[config.mk]
export PLATFORM = sky130hd
export DESIGN_NAME = fetch_stage
export DESIGN_NICKNAME = d
export VERILOG_FILES = /design/src/rtl/fetch_stage.sv
export SDC_FILE = /design/constraint.sdc
export NUM_CORES = 1
export LEC_CHECK = 0
export ABC_AREA = 1
export CORE_UTILIZATION = 40
export DETAILED_ROUTE_END_ITERATION = 10
export HOLD_SLACK_MARGIN = 0.12
export PLACE_DENSITY = 0.73
export SLEW_MARGIN = 0
export SYNTH_ARGS = -nofsm -noshare
export SYNTH_HDL_FRONTEND = slang
export SYNTH_SLANG_ARGS = --single-unit
[constraint.sdc]
create_clock -name Clk -period 3.44 [get_ports Clk]
set_input_delay 0.86 -clock Clk [delete_from_list [all_inputs] [get_ports Clk]]
set_output_delay 0.86 -clock Clk [all_outputs]
set_load 0.05 [all_outputs]
[src/rtl/fetch_stage.sv]
// IF stage and IF/ID pipeline register for one MIPS32 core.
// Holds the PC, drives instruction-memory address, latches instruction and PC+4 into IF/ID,
// honours decode stalls, ID-resolved redirects and a per-core halt request.
// Optional performance counters are enabled by defining FETCH_PERF_COUNTERS_EN.
module fetch_stage #(
    parameter logic [31:0] RESET_PC = 32'h0000_0000,
    parameter logic [31:0] NOP_WORD = 32'h0000_0000
) (
    input  logic        Clk,
    input  logic        Reset,
    input  logic        ID_stall,
    input  logic        branch_taken,
    input  logic        force_branch,
    input  logic [31:0] branch_target,
    input  logic        halt_req,
    input  logic [31:0] IM_Instruction,
    output logic [31:0] IM_Address,
    output logic [31:0] ID_Instruction,
    output logic [31:0] ID_PCPlus4,
    output logic        ID_valid,
`ifdef FETCH_PERF_COUNTERS_EN
    output logic [31:0] perf_fetched,
    output logic [31:0] perf_stall,
    output logic [31:0] perf_flush,
`endif
    output logic        halted
);

    typedef enum logic [1:0] {StBoot, StRun, StHalt} state_e;

    state_e      state_q, state_d;
    logic [31:0] pc_q, pc_d;
    logic [31:0] instr_q, instr_d;
    logic [31:0] pcp4_q, pcp4_d;
    logic        valid_q, valid_d;
    logic        halted_q, halted_d;

    logic [31:0] pc_plus4;
    logic [31:0] redirect_pc;
    logic        redirect;
    logic        act_fetch, act_stall, act_flush;

    // Target low bits are discarded: redirects are forced to word alignment.
    logic unused_target_bits;
    assign unused_target_bits = ^branch_target[1:0];

    assign pc_plus4    = pc_q + 32'd4;
    assign redirect_pc = {branch_target[31:2], 2'b00};
    // Branch operands are not valid while decode is stalled, so ignore branches then.
    assign redirect    = (branch_taken | force_branch) & ~ID_stall;

    assign IM_Address     = pc_q;
    assign ID_Instruction = instr_q;
    assign ID_PCPlus4     = pcp4_q;
    assign ID_valid       = valid_q;
    assign halted         = halted_q;

    // Next-state logic: FSM plus PC and IF/ID updates in RUN priority order.
    always_comb begin
        state_d   = state_q;
        pc_d      = pc_q;
        instr_d   = instr_q;
        pcp4_d    = pcp4_q;
        valid_d   = valid_q;
        act_fetch = 1'b0;
        act_stall = 1'b0;
        act_flush = 1'b0;
        unique case (state_q)
            StBoot: begin
                instr_d = NOP_WORD;
                valid_d = 1'b0;
                state_d = halt_req ? StHalt : StRun;
            end
            StRun: begin
                if (redirect) begin
                    act_flush = 1'b1;
                    pc_d      = redirect_pc;
                    instr_d   = NOP_WORD;
                    valid_d   = 1'b0;
                    state_d   = halt_req ? StHalt : StRun;
                end else if (ID_stall) begin
                    // Full hold; a pending halt waits until the stall clears.
                    act_stall = 1'b1;
                end else if (halt_req) begin
                    // PC holds so the dropped fetch is redone on resume.
                    instr_d = NOP_WORD;
                    valid_d = 1'b0;
                    state_d = StHalt;
                end else begin
                    act_fetch = 1'b1;
                    pc_d      = pc_plus4;
                    instr_d   = IM_Instruction;
                    pcp4_d    = pc_plus4;
                    valid_d   = 1'b1;
                end
            end
            StHalt: begin
                instr_d = NOP_WORD;
                valid_d = 1'b0;
                state_d = halt_req ? StHalt : StRun;
            end
            default: begin
                state_d = StBoot;
            end
        endcase
        halted_d = (state_d == StHalt);
    end

    // State register with synchronous active-low reset.
    always_ff @(posedge Clk) begin
        if (!Reset) begin
            state_q  <= StBoot;
            pc_q     <= RESET_PC;
            instr_q  <= NOP_WORD;
            pcp4_q   <= 32'd0;
            valid_q  <= 1'b0;
            halted_q <= 1'b0;
        end else begin
            state_q  <= state_d;
            pc_q     <= pc_d;
            instr_q  <= instr_d;
            pcp4_q   <= pcp4_d;
            valid_q  <= valid_d;
            halted_q <= halted_d;
        end
    end

`ifdef FETCH_PERF_COUNTERS_EN
    logic [31:0] fetched_q, fetched_d;
    logic [31:0] stall_q, stall_d;
    logic [31:0] flush_q, flush_d;

    // Saturating event counters; actions only fire in RUN.
    always_comb begin
        fetched_d = fetched_q;
        stall_d   = stall_q;
        flush_d   = flush_q;
        if (act_fetch && (fetched_q != 32'hFFFF_FFFF)) fetched_d = fetched_q + 32'd1;
        if (act_stall && (stall_q != 32'hFFFF_FFFF))   stall_d   = stall_q + 32'd1;
        if (act_flush && (flush_q != 32'hFFFF_FFFF))   flush_d   = flush_q + 32'd1;
    end

    // Counter registers, cleared on reset.
    always_ff @(posedge Clk) begin
        if (!Reset) begin
            fetched_q <= 32'd0;
            stall_q   <= 32'd0;
            flush_q   <= 32'd0;
        end else begin
            fetched_q <= fetched_d;
            stall_q   <= stall_d;
            flush_q   <= flush_d;
        end
    end

    assign perf_fetched = fetched_q;
    assign perf_stall   = stall_q;
    assign perf_flush   = flush_q;
`else
    logic unused_actions;
    assign unused_actions = act_fetch ^ act_stall ^ act_flush;
`endif

endmodule

==> impl_metrics.yaml <==
# generated from flow reports
floorplan:
  initCoreUtil: 0.414
  chipArea_mm2: 0.0117
critical_path:
  crit_cells: 1
  start_kind: "register"
  critPathBufInv: 1
  cp_max_fo: 5
  worstPathCellList: "clkdlybuf4s50_1"
  cp_top_family: "buffers and inverters"
  reg2reg_depth: 9
  critical-path-max-stage-delay_ps: 860
final_timing:
  period_minus_slack_ps: 2570
  max_slew_margin: 0.625
  drv_slew: 0
  fmax_mhz: 388
  tightest_slew_ps: 562
clock_network:
  htreeDepth: 3
  clock-sinks: 96
  clk_pin_slew_worst_paths_ps: 90
  cts_buffer_depth: 2
yosys:
  netlist_instances: 649
  yosysSeqAreaShare: 0.427
  ys_cells: 649
  yosysTopAreaCell: "dfxtp_1"
  synth.logic.top_family: "simple AND/OR/NAND/NOR gates"
  ys_sh_xor: 0.0292
  synth_cell_type_count: 31
  yosysWarnings: 0
  ys_sh_mux: 0
layout:
  fin_nets: 869
  layout_top_cells: "170 x nand2_1, 161 x clkdlybuf4s50_1, 98 x a21oi_1, 96 x dfxtp_1, 73 x nor2_1"
routing:
  vias_per_cell: 4.94
  dr.pass1.iters: 4
global_route:
  grt_pass1_vias: 4348
  grt_use_met3: 0.0392
  use_met2: 0.388
  top_usage_layer: "met2"
  grt_pass1_wl_um: 21000
  grt_max_degree: 45
placed_design:
  dp_slack_ps: 822
  hpwl_um: 9720
  numPortBuffers: 161
power:
  p_total_w: 0.00237
  internal_power_w: 0.00170
  p_comb_frac: 0.154
  leakage_nw: 2.52
status:
  status: "completed"
hold_path:
  min-delay-start: "state_q[1]"
==> layout make-up <==
class	count	area, um2	area share
clock inverters	7	101	0.0157
well taps	140	175	0.0272
repair buffers	172	1710	0.265
inverters	50	188	0.0292
flip-flops and latches	96	1920	0.299
clock buffers	9	124	0.0192
multi-input cells	469	2220	0.345
==> synthesized netlist by cell type (all sizes together) (3+ instances only) <==
| cell type | number |
|---|---|
| nand3 | 12 |
| nand3b | 5 |
| dfxtp | 96 |
| buf | 20 |
| nor3 | 3 |
| xnor2 | 4 |
| clkbuf | 17 |
| nor2 | 89 |
| a21oi | 99 |
| and2 | 3 |
| xor2 | 11 |
| inv | 50 |
| o21ai | 61 |
| nand2 | 175 |
Fig. 1: supply network
The bar under the picture is 20 um long. Pins as bars on the die edge.
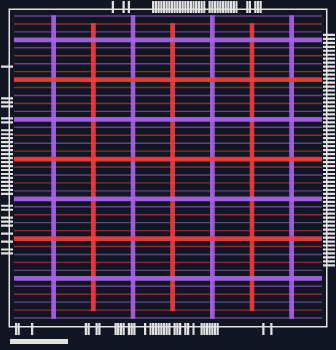
color	net
red	VDD
purple	VSS
met1 rails	39
met5 straps	7
maximum vdd drop: 194 uV
Die Width: 108 um
Core Region: 0.0109 mm2
Die Y: 108 um

Fig. 2: placement by cell class
Fill, decap, tap and diode cells in gray.
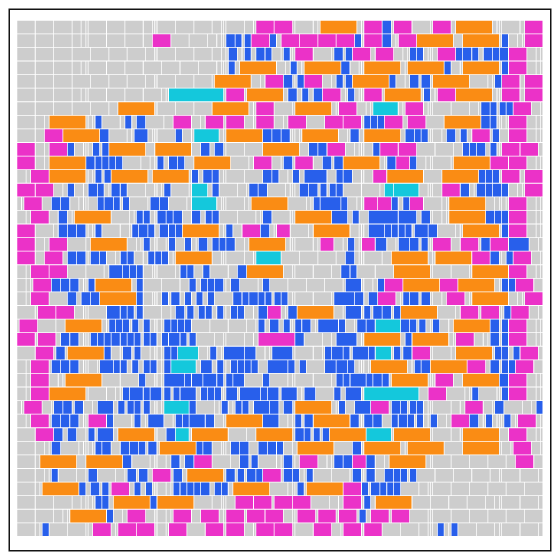
color	class	cells	share of their area
cyan	clock drivers and dummy loads	16	3.6%
blue	all other logic	519	38%
orange	flip-flops	96	31%
magenta	other buffers and delay cells	172	27%
Seq/total area: 0.299
Rows: 38
fin util: 0.591
fin area: 0.00644 mm2

Fig. 3: clock network drawn from the DEF
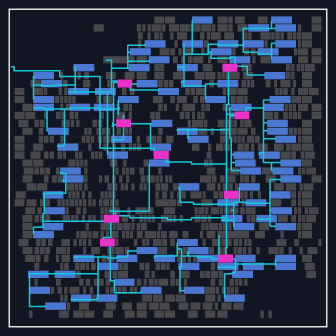
[blue] flip-flops | count: 96
[cyan] clock wires | length: 1,150 um
[magenta] cells driving clock nets | count: 9
flops lie	spread over the die

Fig. 4: metal layers overlaid
The bar under the picture is 20 um long. Two of the layers only.
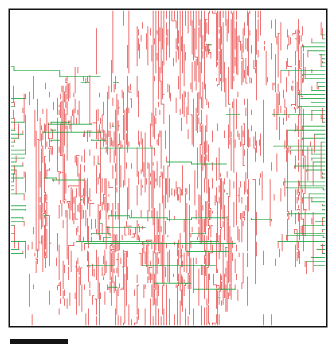
color	layer	wire length
green	met3	830 um
red	met2	6,220 um
drt total wl: 13,300 um
total number of vias: 4,656
GRT Total Usage: 0.229
WL per Instance: 14.1 um

Fig. 5: clock nets
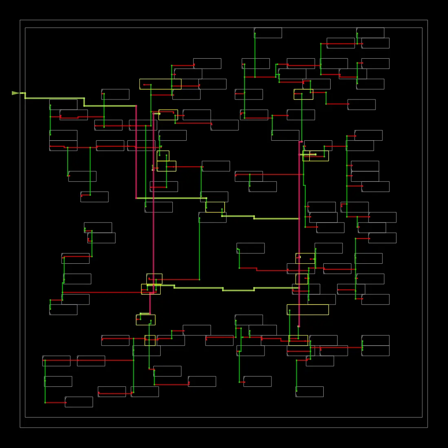
clk_lat worst skew: 380 ps
total CTS buffers: 9
flip-flops: 96
Layout Skew: 12.9 ps
clock group power: 0.000837 W

Power and IR drop assume default switching activity.
